### Routed clock nets over the placement, run 1

The bar under the picture is 20 um long.
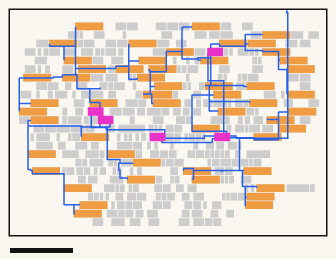
### Zoomed window, run 1

Window x 61 to 91, y 3 to 33 um. Cells in gray, sequential cells in the stronger gray; small squares are vias.
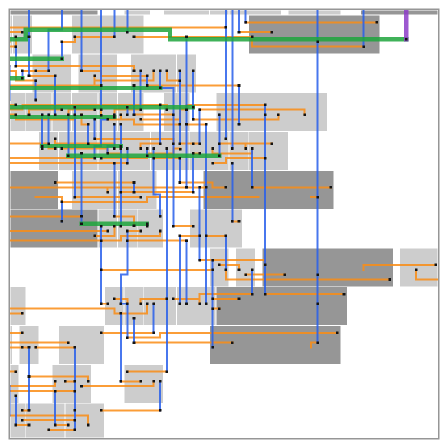
### Sequential cells grouped by signal name, run 1

The bar under the picture is 20 um long.
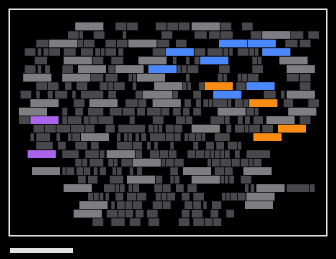
`config.mk`:
```
export PLATFORM = sky130hd
export DESIGN_NAME = spi_xfer_sequencer
export DESIGN_NICKNAME = d
export VERILOG_FILES = /design/src/rtl/spi_pkg.sv /design/src/rtl/spi_sck_divider.sv /design/src/rtl/spi_xfer_sequencer.sv
export SDC_FILE = /design/constraint.sdc
export NUM_CORES = 1
export LEC_CHECK = 0
export CAP_MARGIN = 20
export CORE_ASPECT_RATIO = 0.7
export CORE_MARGIN = 2
export CORE_UTILIZATION = 45
export CTS_BUF_LIST = sky130_fd_sc_hd__clkbuf_8 sky130_fd_sc_hd__clkbuf_16
export CTS_CLUSTER_DIAMETER = 200
export DETAILED_ROUTE_END_ITERATION = 8
export PLACE_DENSITY = 0.67
export SLEW_MARGIN = 15
export SYNTH_ARGS = -nofsm -noshare
export SYNTH_HDL_FRONTEND = slang
export SYNTH_SLANG_ARGS = --single-unit
```
`constraint.sdc`:
```
create_clock -name clk -period 2.3 [get_ports clk]
set_input_delay 0.46 -clock clk [delete_from_list [all_inputs] [get_ports clk]]
set_output_delay 0.46 -clock clk [all_outputs]
set_load 0.005 [all_outputs]
```
`src/rtl/spi_pkg.sv`:
```
// spi_pkg: shared state encoding and SPI mode codes for the transaction sequencer
package spi_pkg;
  typedef enum logic [1:0] {
    IDLE  = 2'd0,
    SETUP = 2'd1,
    XFER  = 2'd2,
    HOLD  = 2'd3
  } state_t;
  // {CKE,CKP} codes understood by the pad clock controller
  localparam logic [1:0] MODE0 = 2'b10;
  localparam logic [1:0] MODE1 = 2'b00;
  localparam logic [1:0] MODE2 = 2'b11;
  localparam logic [1:0] MODE3 = 2'b01;
endpackage

```
`src/rtl/spi_sck_divider.sv`:
```
// spi_sck_divider: half-period down-counter emitting a one-cycle tick per expiry
module spi_sck_divider #(
  parameter int DIV_W = 8
) (
  input  logic             clk,
  input  logic             rst_n,
  input  logic             load,
  input  logic             en,
  input  logic [DIV_W-1:0] div,
  output logic             tick
);
  logic [DIV_W-1:0] cnt;
  assign tick = en && !load && cnt == '0;
  // count div..0, reloading on load or on expiry so every half-period has the same length
  always_ff @(posedge clk or negedge rst_n)
    if (!rst_n) cnt <= '0;
    else if (load || tick) cnt <= div;
    else if (en) cnt <= cnt - DIV_W'(1);
endmodule

```
`src/rtl/spi_xfer_sequencer.sv`:
```
// spi_xfer_sequencer: SPI master transaction sequencer feeding the pad clock controller
module spi_xfer_sequencer
  import spi_pkg::*;
#(
  parameter int DATA_W = 8,
  parameter int DIV_W  = 8
) (
  input  logic              clk,
  input  logic              rst_n,
  input  logic              tx_valid,
  output logic              tx_ready,
  input  logic [DATA_W-1:0] tx_data,
  input  logic [DIV_W-1:0]  cfg_div,
  input  logic              cfg_cpha,
  input  logic              cfg_lsb_first,
  input  logic              miso,
  output logic              sck_base,
  output logic              sck_en,
  output logic              mosi,
  output logic              cs_n,
  output logic              rx_valid,
  output logic [DATA_W-1:0] rx_data,
  output logic              busy
);
  localparam int EW = $clog2(2 * DATA_W);
  localparam logic [EW-1:0] LAST = EW'(2 * DATA_W - 1);
  state_t            state;
  logic [DIV_W-1:0]  div_lat, div_m1;
  logic              cpha, lsb, tick, start, lead, adv, smp;
  logic [DATA_W-1:0] tx_sh, rx_sh;
  logic [EW-1:0]     edge_cnt;
  assign tx_ready = state == IDLE;
  assign busy     = !tx_ready;
  assign start    = tx_valid && tx_ready;
  // the divider loads the fresh config at handshake, then reloads from the latched copy
  assign div_m1   = start ? (cfg_div == '0 ? '0 : cfg_div - DIV_W'(1)) : div_lat;
  assign lead     = !edge_cnt[0];
  assign adv      = tick && state == XFER && (cpha ? lead && edge_cnt != '0 : !lead && edge_cnt != LAST);
  assign smp      = tick && state == XFER && (cpha ? !lead : lead);
  spi_sck_divider #(.DIV_W(DIV_W)) u_div (
    .clk  (clk),
    .rst_n(rst_n),
    .load (start),
    .en   (state != IDLE),
    .div  (div_m1),
    .tick (tick)
  );
  // transaction FSM with shift registers, edge counter and registered pad outputs
  always_ff @(posedge clk or negedge rst_n)
    if (!rst_n) begin
      state    <= IDLE;
      cs_n     <= 1'b1;
      sck_base <= 1'b0;
      sck_en   <= 1'b0;
      mosi     <= 1'b0;
      rx_valid <= 1'b0;
      rx_data  <= '0;
      div_lat  <= '0;
      cpha     <= 1'b0;
      lsb      <= 1'b0;
      tx_sh    <= '0;
      rx_sh    <= '0;
      edge_cnt <= '0;
    end else begin
      rx_valid <= 1'b0;
      case (state)
        IDLE: if (start) begin
          state    <= SETUP;
          cs_n     <= 1'b0;
          div_lat  <= div_m1;
          cpha     <= cfg_cpha;
          lsb      <= cfg_lsb_first;
          tx_sh    <= tx_data;
          mosi     <= cfg_lsb_first ? tx_data[0] : tx_data[DATA_W-1];
          edge_cnt <= '0;
        end
        SETUP: if (tick) begin
          state  <= XFER;
          sck_en <= 1'b1;
        end
        XFER: if (tick) begin
          sck_base <= !sck_base;
          edge_cnt <= edge_cnt + EW'(1);
          if (edge_cnt == LAST) begin
            state  <= HOLD;
            sck_en <= 1'b0;
          end
          if (adv) begin
            mosi  <= lsb ? tx_sh[1] : tx_sh[DATA_W-2];
            tx_sh <= lsb ? tx_sh >> 1 : tx_sh << 1;
          end
          if (smp) rx_sh <= lsb ? {miso, rx_sh[DATA_W-1:1]} : {rx_sh[DATA_W-2:0], miso};
        end
        HOLD: if (tick) begin
          state    <= IDLE;
          cs_n     <= 1'b1;
          mosi     <= 1'b0;
          rx_valid <= 1'b1;
          rx_data  <= rx_sh;
        end
      endcase
    end
endmodule
```
==> results.txt, run 1 <==
Implementation results. Setup repair after global routing left no endpoint under its margin. Once synthesis finished, the tally of register bits stood at 53. Worst-path maximum fanout landed at 13. Number of distinct library cells after synthesis landed at 57. The run reported a max-capacitance violation count of 0. Buffer share of cell area landed at 16.5%. The number of hold buffers added after CTS was 0. Total detailed-routing wirelength landed at 6.52 mm. In the power breakdown, the internal column shows 1220 uW. The analysis attributes to net switching a power of 390 uW. Depth of the worst register-to-register path landed at 7.

After legalization and detailed placement, the total HPWL measured 4.91 mm. Of the total standard cell area in the layout, the multi-input combinational portion is 41.4%. Pre-CTS setup slack landed at -89.0 ps. Required time reported for the critical path endpoint landed at 1840 ps.

STA classifies the critical path endpoint as an output port. Clock tree buffers and inverters occupy 2.52% of the routed design's cell area. The switching portion of total power comes to 24.2%. Slew at the pin closest to its max-slew limit landed at 831 ps. For reference, the critical path is launched at state[1]. Maximum number of pins on one net before global-route repair landed at 54. The die covers 7260 um2. The longest clock path from root to sink contains 2 buffers.

Final hold violation count landed at 0. The number of antenna violations at the first check in global routing was 0. For this block, the initial DRC count from the detailed router was 195. The final layout report lists a non-clock buffer count of 68. After detailed routing, the average wire length per cell comes to 15.1 um. Worst max-slew margin expressed relative to the limit landed at 44.6%. Filler cell count landed at 541. Pre-placement core utilization landed at 47.0%. Number of multi-input logic gates landed at 214. Clock-pin slew on the worst setup and hold paths landed at 110 ps.

Least setup slack across all paths after layout landed at 110 ps. The worst path needs 2190 ps of the cycle, external delays included. The flow reports that combinational logic draws 7.0% of the design power.

Counting every instance in the synthesized netlist gives 292. The main area contributors are sky130_fd_sc_hd__dfrtp_1 44%, sky130_fd_sc_hd__mux2i_1 7.1%, sky130_fd_sc_hd__ha_1 4.6%. The run finished with clean final reports. By area, multi-input combinational cells come first. Cell count along the critical path landed at 5.

At the end of the flow, the number of nets in the layout was 387. Number of placed instances with taps included landed at 424. Worst-skew pair later-pin latency landed at 320 ps. In the final layout, excluding clock inverters the inverter count is 12. By count the netlist is led by 52 x sky130_fd_sc_hd__dfrtp_1, 34 x sky130_fd_sc_hd__nand2_1, 24 x sky130_fd_sc_hd__o21ai_0, 21 x sky130_fd_sc_hd__mux2i_1, 19 x sky130_fd_sc_hd__nor2_1.

Number of sequential cells in the layout landed at 53. Vertical die dimension landed at 71.9 um. After Yosys synthesis, AND-OR and OR-AND compound gates account for 14.1% of the synthesized area. Summed standard-cell area reported by yosys landed at 2960 um2. In this run the tool buffered the top-level ports with 36 buffer cells.

Slack of the worst reg-to-reg path landed at 210 ps. Length of the first detailed-routing pass in iterations landed at 4. Share of cells above drive strength 1 landed at 19.2%. Ratio of final minimum period to clock period landed at 95.2%. By instance count, the leading cell after synthesis is sky130_fd_sc_hd__dfrtp_1. Global-route wire length before repair landed at 11.6 mm. For the worst setup path, the data arrival time is 1730 ps. The routed layout reports a DRC error count of 0. In this run the clock root is driven by a sky130_fd_sc_hd__clkbuf_8.

The placement stage leaves a total instance area of 3600 um2. Measured against the total synthesized area, the mux share comes to 14.1%. The worst setup path is launched from a register.

Global-route usage over all layers landed at 20.2%. In this run the critical path is formed by inv_1 -> ha_2 -> buf_6 -> clkinvlp_4 -> clkdlybuf4s50_1. Final count of pins violating max slew landed at 0.

The timing report attributes the biggest portion of critical-path delay to buffers and inverters. For this run the aggregate overflow at the end of global routing stands at 0. Number of routed nets with antenna violations landed at 0.

Part of the power in registers landed at 58.6%. For this run, the script counts the antenna cells in the layout as 0. Per the timing report, the most critical flop-to-flop path finishes at tx_sh[3]. Maximum achievable frequency landed at 457 MHz.

In this run the count of I/O pins placed on the die edge is 37. Clock buffer instance count of the final layout landed at 5. Number of sinks on the clock net landed at 53. For this run, the register share of the synthesized area comes to 44.8%.

For this run, the leading register cell type out of synthesis is sky130_fd_sc_hd__dfrtp_1. Largest voltage drop on the vdd net landed at 394 uV. Number of nets at floorplan landed at 325. The floorplan report lists the tap cell count as 78. Routed via count landed at 2295. Area fraction in and, or, nand and nor cells landed at 16.5%. Final instance count without filler cells landed at 433.

The timing report gives the biggest stage delay along the critical path as 440 ps. Sequential cell power landed at 945 uW. Looking at the reg2reg group, the worst path starts from edge_cnt[1]. The mapped netlist covers 2960 um2. For reference, the most critical setup path is categorized as register to output port.

Number of placement rows landed at 24. The multi-input combinational cells in the finished layout cover a total of 1540 um2. After routing the design area is 3720 um2. After synthesis, the largest family of logic cells by area is simple AND/OR/NAND/NOR gates. The placement summary gives the final routability congestion estimate as 0.821. Mean cell area of the mapped netlist landed at 10.2 um2. For reference, XOR and XNOR gates occupy 2.36% of the area reported after synthesis. Count of flip-flops with a built-in enable after synthesis landed at 0. Following the worst setup path forward leads to its endpoint at busy.

TritonCTS built the clock tree. For the combinational group, total power comes out at 113 uW. Warnings raised by the tools during the run amount to 33. Adder and majority cell fraction of the synthesized area landed at 4.64%. Note that the worst hold path type here is input pin to async pin. The number of global-route vias before repair is 2312. Setup-violating endpoint count in the final report landed at 0. The H-tree was split into 2 levels. The warning tally printed by Yosys for this design is 0. Power spread over the standard cell area amounts to 434 nW/um2. The largest part of the power goes to registers. Among all stages on the critical path, the largest delay is contributed by sky130_fd_sc_hd__clkdlybuf4s50_1. After detailed routing, the number of vias per cell comes to 5.30. Yosys reports that the leading cell type by area covers 43.9% of the netlist area.

Of all flip-flops after synthesis, the portion carrying an async set or reset was 100%. The flow reports power dissipated in the clock network as 556 uW. Cell count listed in synth_stat.txt landed at 292. Together, buffers and inverters on the worst path number 4.

Core region area landed at 6310 um2. End-of-flow core utilization landed at 59.0%. Flop share of the area landed at 35.7%. Storage element area landed at 1330 um2. Leakage power landed at 0.00163 uW. Clock tree synthesis inserted a total of 5 buffers. Looking at area per cell type in the netlist, the leader is sky130_fd_sc_hd__dfrtp_1. Per the OpenROAD floorplan log, the width of the die is 101 um. Relative area change from synthesis to final layout landed at 25.5%.
Back to the opening pictures, 'Routed clock nets over the placement':
[clock drivers] magenta | count: 5
[flip-flops] orange | count: 53
[clock wires] blue | length: 683 um
flops lie: widely spread
skew final: 12.9 ps
power share of the clock group: 34.5%

Back to the opening pictures, 'Zoomed window':
| layer | color |
|---|---|
| metal 2 | blue |
| metal 4 | purple |
| metal 1 | orange |
| metal 3 | green |
sequential cells in the window: 6
netlist names of flops here include: `div_lat` (3), `u_div.cnt` (2)
most frequent: nand2_1 (8), dfrtp_1 (6), buf_4 (6)
cells with their middle in the window: 44

Back to the opening pictures, 'Sequential cells grouped by signal name':
| signal | color | placed flops |
|---|---|---|
| `rx_sh` | blue | 8 |
| `edge_cnt` | orange | 4 |
| `state` | purple | 2 |
not colored: 39

## run 1: through the flow
| step | hold WS (ps) | power (uW) | setup TNS (ps) |
|---|---|---|---|
| global route | 145 | 1680 | 0 |
| CTS | 134 | 1630 | 0 |
| finish | 123 | 1610 | 0 |
| floorplan | 164 | 997 | 0 |
| global placement | 454 | 1080 | -8.72 |
| detailed placement | 470 | 1080 | -154 |
## run 1: layout by cell type (no fill, tap or decap), types with 3 or more instances in the layout
master                            count
sky130_fd_sc_hd__nor2_1              19
sky130_fd_sc_hd__dfrtp_1             52
sky130_fd_sc_hd__o22ai_1              3
sky130_fd_sc_hd__inv_1               11
sky130_fd_sc_hd__clkdlybuf4s50_1     35
sky130_fd_sc_hd__o21ai_0             24
sky130_fd_sc_hd__nand3_1              5
sky130_fd_sc_hd__mux2i_1             21
sky130_fd_sc_hd__or4_1                3
sky130_fd_sc_hd__ha_1                10
sky130_fd_sc_hd__nor3_1               6
sky130_fd_sc_hd__nand2b_1             4
sky130_fd_sc_hd__o21a_1               4
sky130_fd_sc_hd__xnor2_1              4
sky130_fd_sc_hd__nand2_1             34
sky130_fd_sc_hd__xor2_1               4
sky130_fd_sc_hd__mux2_1               6
sky130_fd_sc_hd__clkbuf_8             5
sky130_fd_sc_hd__buf_4               30
sky130_fd_sc_hd__nor2b_1              3
sky130_fd_sc_hd__mux2_2              11
sky130_fd_sc_hd__a21oi_1             11
## run 1: per-layer routing
metal / vias to the layer above / wire length (um) / track usage (%)
met1: 1062 / 3470 / 33.1
met4: 0 / 65 / 5.41
li1: 1163 / - / -
met2: 66 / 2620 / 27.3
met3: 4 / 370 / 3.66
met5: - / 0 / 0
## run 1: repair_timing
item | CTS | global route
setup buffers | 1 | 0
resized | 1 | 3
endpoints found under the hold margin | 0 | 0
setup endpoints to repair | 1 | 8
--- run 2 (diff from run 1) ---
--- a/config.mk
+++ b/config.mk
@@ -12,6 +12,7 @@
 export CTS_BUF_LIST = sky130_fd_sc_hd__clkbuf_8 sky130_fd_sc_hd__clkbuf_16
 export CTS_CLUSTER_DIAMETER = 200
 export DETAILED_ROUTE_END_ITERATION = 8
+export GPL_TIMING_DRIVEN = 0
 export PLACE_DENSITY = 0.67
 export SLEW_MARGIN = 15
 export SYNTH_ARGS = -nofsm -noshare
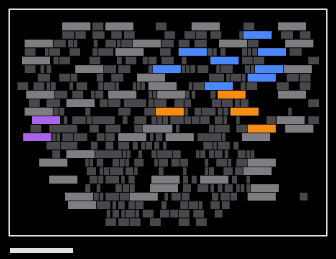
*Sequential cells grouped by signal name, run 2*
The bar under the picture is 20 um long.
| signal | color | placed flops |
|---|---|---|
| `state` | purple | 2 |
| `edge_cnt` | orange | 4 |
| `rx_sh` | blue | 8 |
not colored: 39
register area: 1330 um2
sequential power: 945 uW
Final Core Density: 56.4%
proportion of cell area occupied by registers: 37.3%

==> run 2 against run 1 <==
Cell count down 4.2%. Global-route usage down 0.21 points. Area after synthesis unchanged. Sequential share of layout area up 1.6 points. Largest power group unchanged. Highest routed layer unchanged.
==> results.txt, run 2 <==
Implementation results. The number of sinks on the clock net was 53 (unchanged). The number of diodes came to 0 (unchanged). The clock-pin slew on the worst setup and hold paths was 100 ps (about the same).

Register area share after synthesis landed at 44.8% (unchanged). Finished layout cell area landed at 3560 um2 (-4.4%). For reference, the top cells by count after synthesis are 52 x sky130_fd_sc_hd__dfrtp_1, 34 x sky130_fd_sc_hd__nand2_1, 24 x sky130_fd_sc_hd__o21ai_0, 21 x sky130_fd_sc_hd__mux2i_1, 19 x sky130_fd_sc_hd__nor2_1. Setup-violating endpoint count in the final report landed at 0 (unchanged).

The worst setup path is captured at an output port. The total half-perimeter wirelength after legalization and detailed placement came to 4.64 mm (-5.5%). The number of placement rows came to 24 (unchanged). The worst setup path is launched from a register.

Netlist area before placement landed at 2960 um2 (unchanged). Number of max-capacitance violations reported landed at 0 (unchanged). For reference, the critical path cell chain is inv_2 -> ha_4 -> buf_4 -> inv_4 -> clkdlybuf4s50_1. The cell type that accounts for the most area after synthesis is sky130_fd_sc_hd__dfrtp_1. Core region area landed at 6310 um2 (unchanged). Maximum achievable frequency landed at 449 MHz (-1.6%). Vertical die dimension landed at 71.9 um (unchanged). Yosys shows that the main logic family after synthesis is simple AND/OR/NAND/NOR gates.

The routed via count came to 2282 (-0.57%). Ranking logic cells in the layout by count gives the top entries 52 x sky130_fd_sc_hd__dfrtp_1, 34 x sky130_fd_sc_hd__nand2_1, 34 x sky130_fd_sc_hd__clkdlybuf4s50_1. Post-cts hold buffer count landed at 0 (unchanged).

The largest buffer count on any clock path was 2 (unchanged). Routed wirelength normalized by instance count landed at 15.6 um (+3.9%). Looking at the gate-level netlist, the highest instance count belongs to sky130_fd_sc_hd__dfrtp_1. Slack of the worst reg-to-reg path landed at 160 ps (-50 ps). The slowest stage of the critical path is the sky130_fd_sc_hd__clkdlybuf4s50_1 cell. The area fraction in and, or, nand and nor cells was 16.5% (unchanged). The AND-OR/OR-AND share of the synthesized area is 14.1% (unchanged). Synthesized instance count landed at 292 (unchanged). Share of cells above drive strength 1 landed at 13.4% (-5.8 points). Number of antenna violations at the first check in global routing landed at 0 (unchanged). Cell count listed in synth_stat.txt landed at 292 (unchanged). Per the cell usage report, the commonest logic cell in the layout is sky130_fd_sc_hd__dfrtp_1. The worst-path maximum fanout came to 10 (-3). Required time reported for the critical path endpoint landed at 1840 ps (about the same). Instance area at placement landed at 3410 um2 (-5.4%). The slew at the pin closest to its max-slew limit is 680 ps (-151 ps).

OpenSTA lists the critical path endpoint as busy. The fraction of registers with async set/reset is 100% (unchanged). The number of global-route vias before repair was 2165 (-6.4%). Global-route congestion overflow total landed at 0 (unchanged). Proportion of netlist area held by the largest area contributor landed at 43.9% (unchanged). Pre-CTS setup slack landed at -296 ps (-207 ps).

Tracing the worst setup path back leads to its startpoint at state[0]. The leakage power came to 0.00152 uW (-6.6%). Pre-placement core utilization landed at 47.0% (unchanged).

Area enclosed by the die boundary landed at 7260 um2 (unchanged). TritonCTS built the clock tree. The worst register-to-register path ends at state[1]. Ratio of final minimum period to clock period landed at 96.8% (+1.6 points). Setup repair after global routing left no endpoint under its margin.

Number of buffers added by the clock tree synthesis step landed at 5 (unchanged). In the post-synthesis netlist, the biggest area contributors are sky130_fd_sc_hd__dfrtp_1 44%, sky130_fd_sc_hd__mux2i_1 7.1%, sky130_fd_sc_hd__ha_1 4.6%. Mean cell area of the mapped netlist landed at 10.2 um2 (unchanged).

The maximum number of pins on one net before global-route repair is 54 (unchanged). Global-route wire length before repair landed at 11.3 mm (-2.3%). STA lists the startpoint of the worst register-to-register path as state[0].

Last weighted congestion value of the routability-driven placer landed at 0.865 (+5.3%). The number of warnings issued by yosys came to 0 (unchanged). The depth of the worst register-to-register path is 7 (unchanged).

OpenROAD warning count landed at 33 (unchanged). Number of nets at floorplan landed at 325 (unchanged). The number of H-tree levels came to 2 (unchanged). Time the worst path needs with I/O delays and setup landed at 2230 ps (+36.5 ps). Number of routed nets with antenna violations landed at 0 (unchanged). The run finished with clean final reports.

The XOR/XNOR share of the synthesized area is 2.36% (unchanged). The most used flip-flop cell after synthesis is sky130_fd_sc_hd__dfrtp_1. The filler cell count was 540 (-0.18%). DRC violation count after routing landed at 0 (unchanged).

Count of buffers from port buffering landed at 35 (-2.8%). The buffer and inverter count on the worst path was 4 (unchanged). The length of the first detailed-routing pass in iterations came to 5 (+1). Least setup slack across all paths after layout landed at 73.9 ps (-36.5 ps).

The tree is rooted in a sky130_fd_sc_hd__clkbuf_8. The most critical min-delay path falls under input pin to async pin. Looking at the setup timing report, the critical path kind is register to output port. The critical path arrival came to 1770 ps (+40 ps). Adder and majority cell fraction of the synthesized area landed at 4.64% (unchanged). Overall die width landed at 101 um (unchanged). Global-route usage over all layers landed at 20.0% (-0.21 points). Number of placed I/O pins landed at 37 (unchanged). Post-route worst hold slack landed at 173 ps (+50.4 ps). Multiplexer fraction of the synthesized cell area landed at 14.1% (unchanged).

The total detailed-routing wirelength came to 6.49 mm (-0.41%). The maximum cell stage delay along the critical path was 500 ps (+60 ps). Worst max-slew margin expressed relative to the limit landed at 54.6% (+10 points).

Worst clock skew landed at 6.73 ps (-6.16 ps). The worst-skew pair later-pin latency was 320 ps (about the same). The largest voltage drop on the vdd net came to 236 uV (-40%).

The summed standard-cell area reported by yosys came to 2960 um2 (unchanged). Number of vias per cell after detailed routing landed at 5.50 (+3.7%). The count of flip-flops with a built-in enable after synthesis came to 0 (unchanged).
run 2: cell counts after synthesis:
Identical to the previous run, type by type.
run 2: metrics by stage:
step	TNS, ps	power [uW]	instances	util [%]
2_1_floorplan	0	997	292	-
3_3_place_gp	-52880	1060	405	54.1
3_5_place_dp	-3730	1060	405	54.1
4_1_cts	0	1610	416	56.3
5_1_grt	0	1650	415	56.4
6_report	0	1590	415	56.4
run 2: cells by family (layout without fill, tap and decap cells):
family	Yosys count	in the layout
AND/OR/NAND/NOR	92	92
AND-OR/OR-AND	64	64
flip-flops	53	53
multiplexers	39	39
buffers and inverters	25	70
adder cells (fa/ha/maj)	11	11
XOR/XNOR	8	8
run 2: per-layer routing:
layer / GRT usage (%) / wire (um)
met5: 0 / 0
met1: 32.7 / 3420
met4: 6.31 / 107
met3: 3.18 / 347
met2: 27.0 / 2620
run 2: cell type report:
class                           count  area [um2]  area share (%)
Buffer                             12        60.1            1.69
Clock buffer                        5        68.8            1.94
Clock inverter                      3        22.5           0.633
Inverter                           12        47.5            1.34
Tap cell                           78        97.6            2.74
Sequential cell                    53        1330            37.3
Multi-Input combinational cell    214        1560            43.9
Timing Repair Buffer               38         370            10.4
run 2: repair_timing:
action | in CTS | in global routing
setup buffers | 3 | 0
pin swaps | 1 | 0
endpoints found under the setup margin | 17 | 15
hold endpoints to repair | 0 | 0
gates resized | 8 | 4
run 2: power by group:
group          total [uW]  internal (uW)  switching (uW)  leakage [uW]
logic                 100           52.9            47.3      0.000802
registers             945            939            5.66      0.000684
clock network         545            214             331     0.0000364
No activity file was given, so power comes from the tool's default toggle rates.
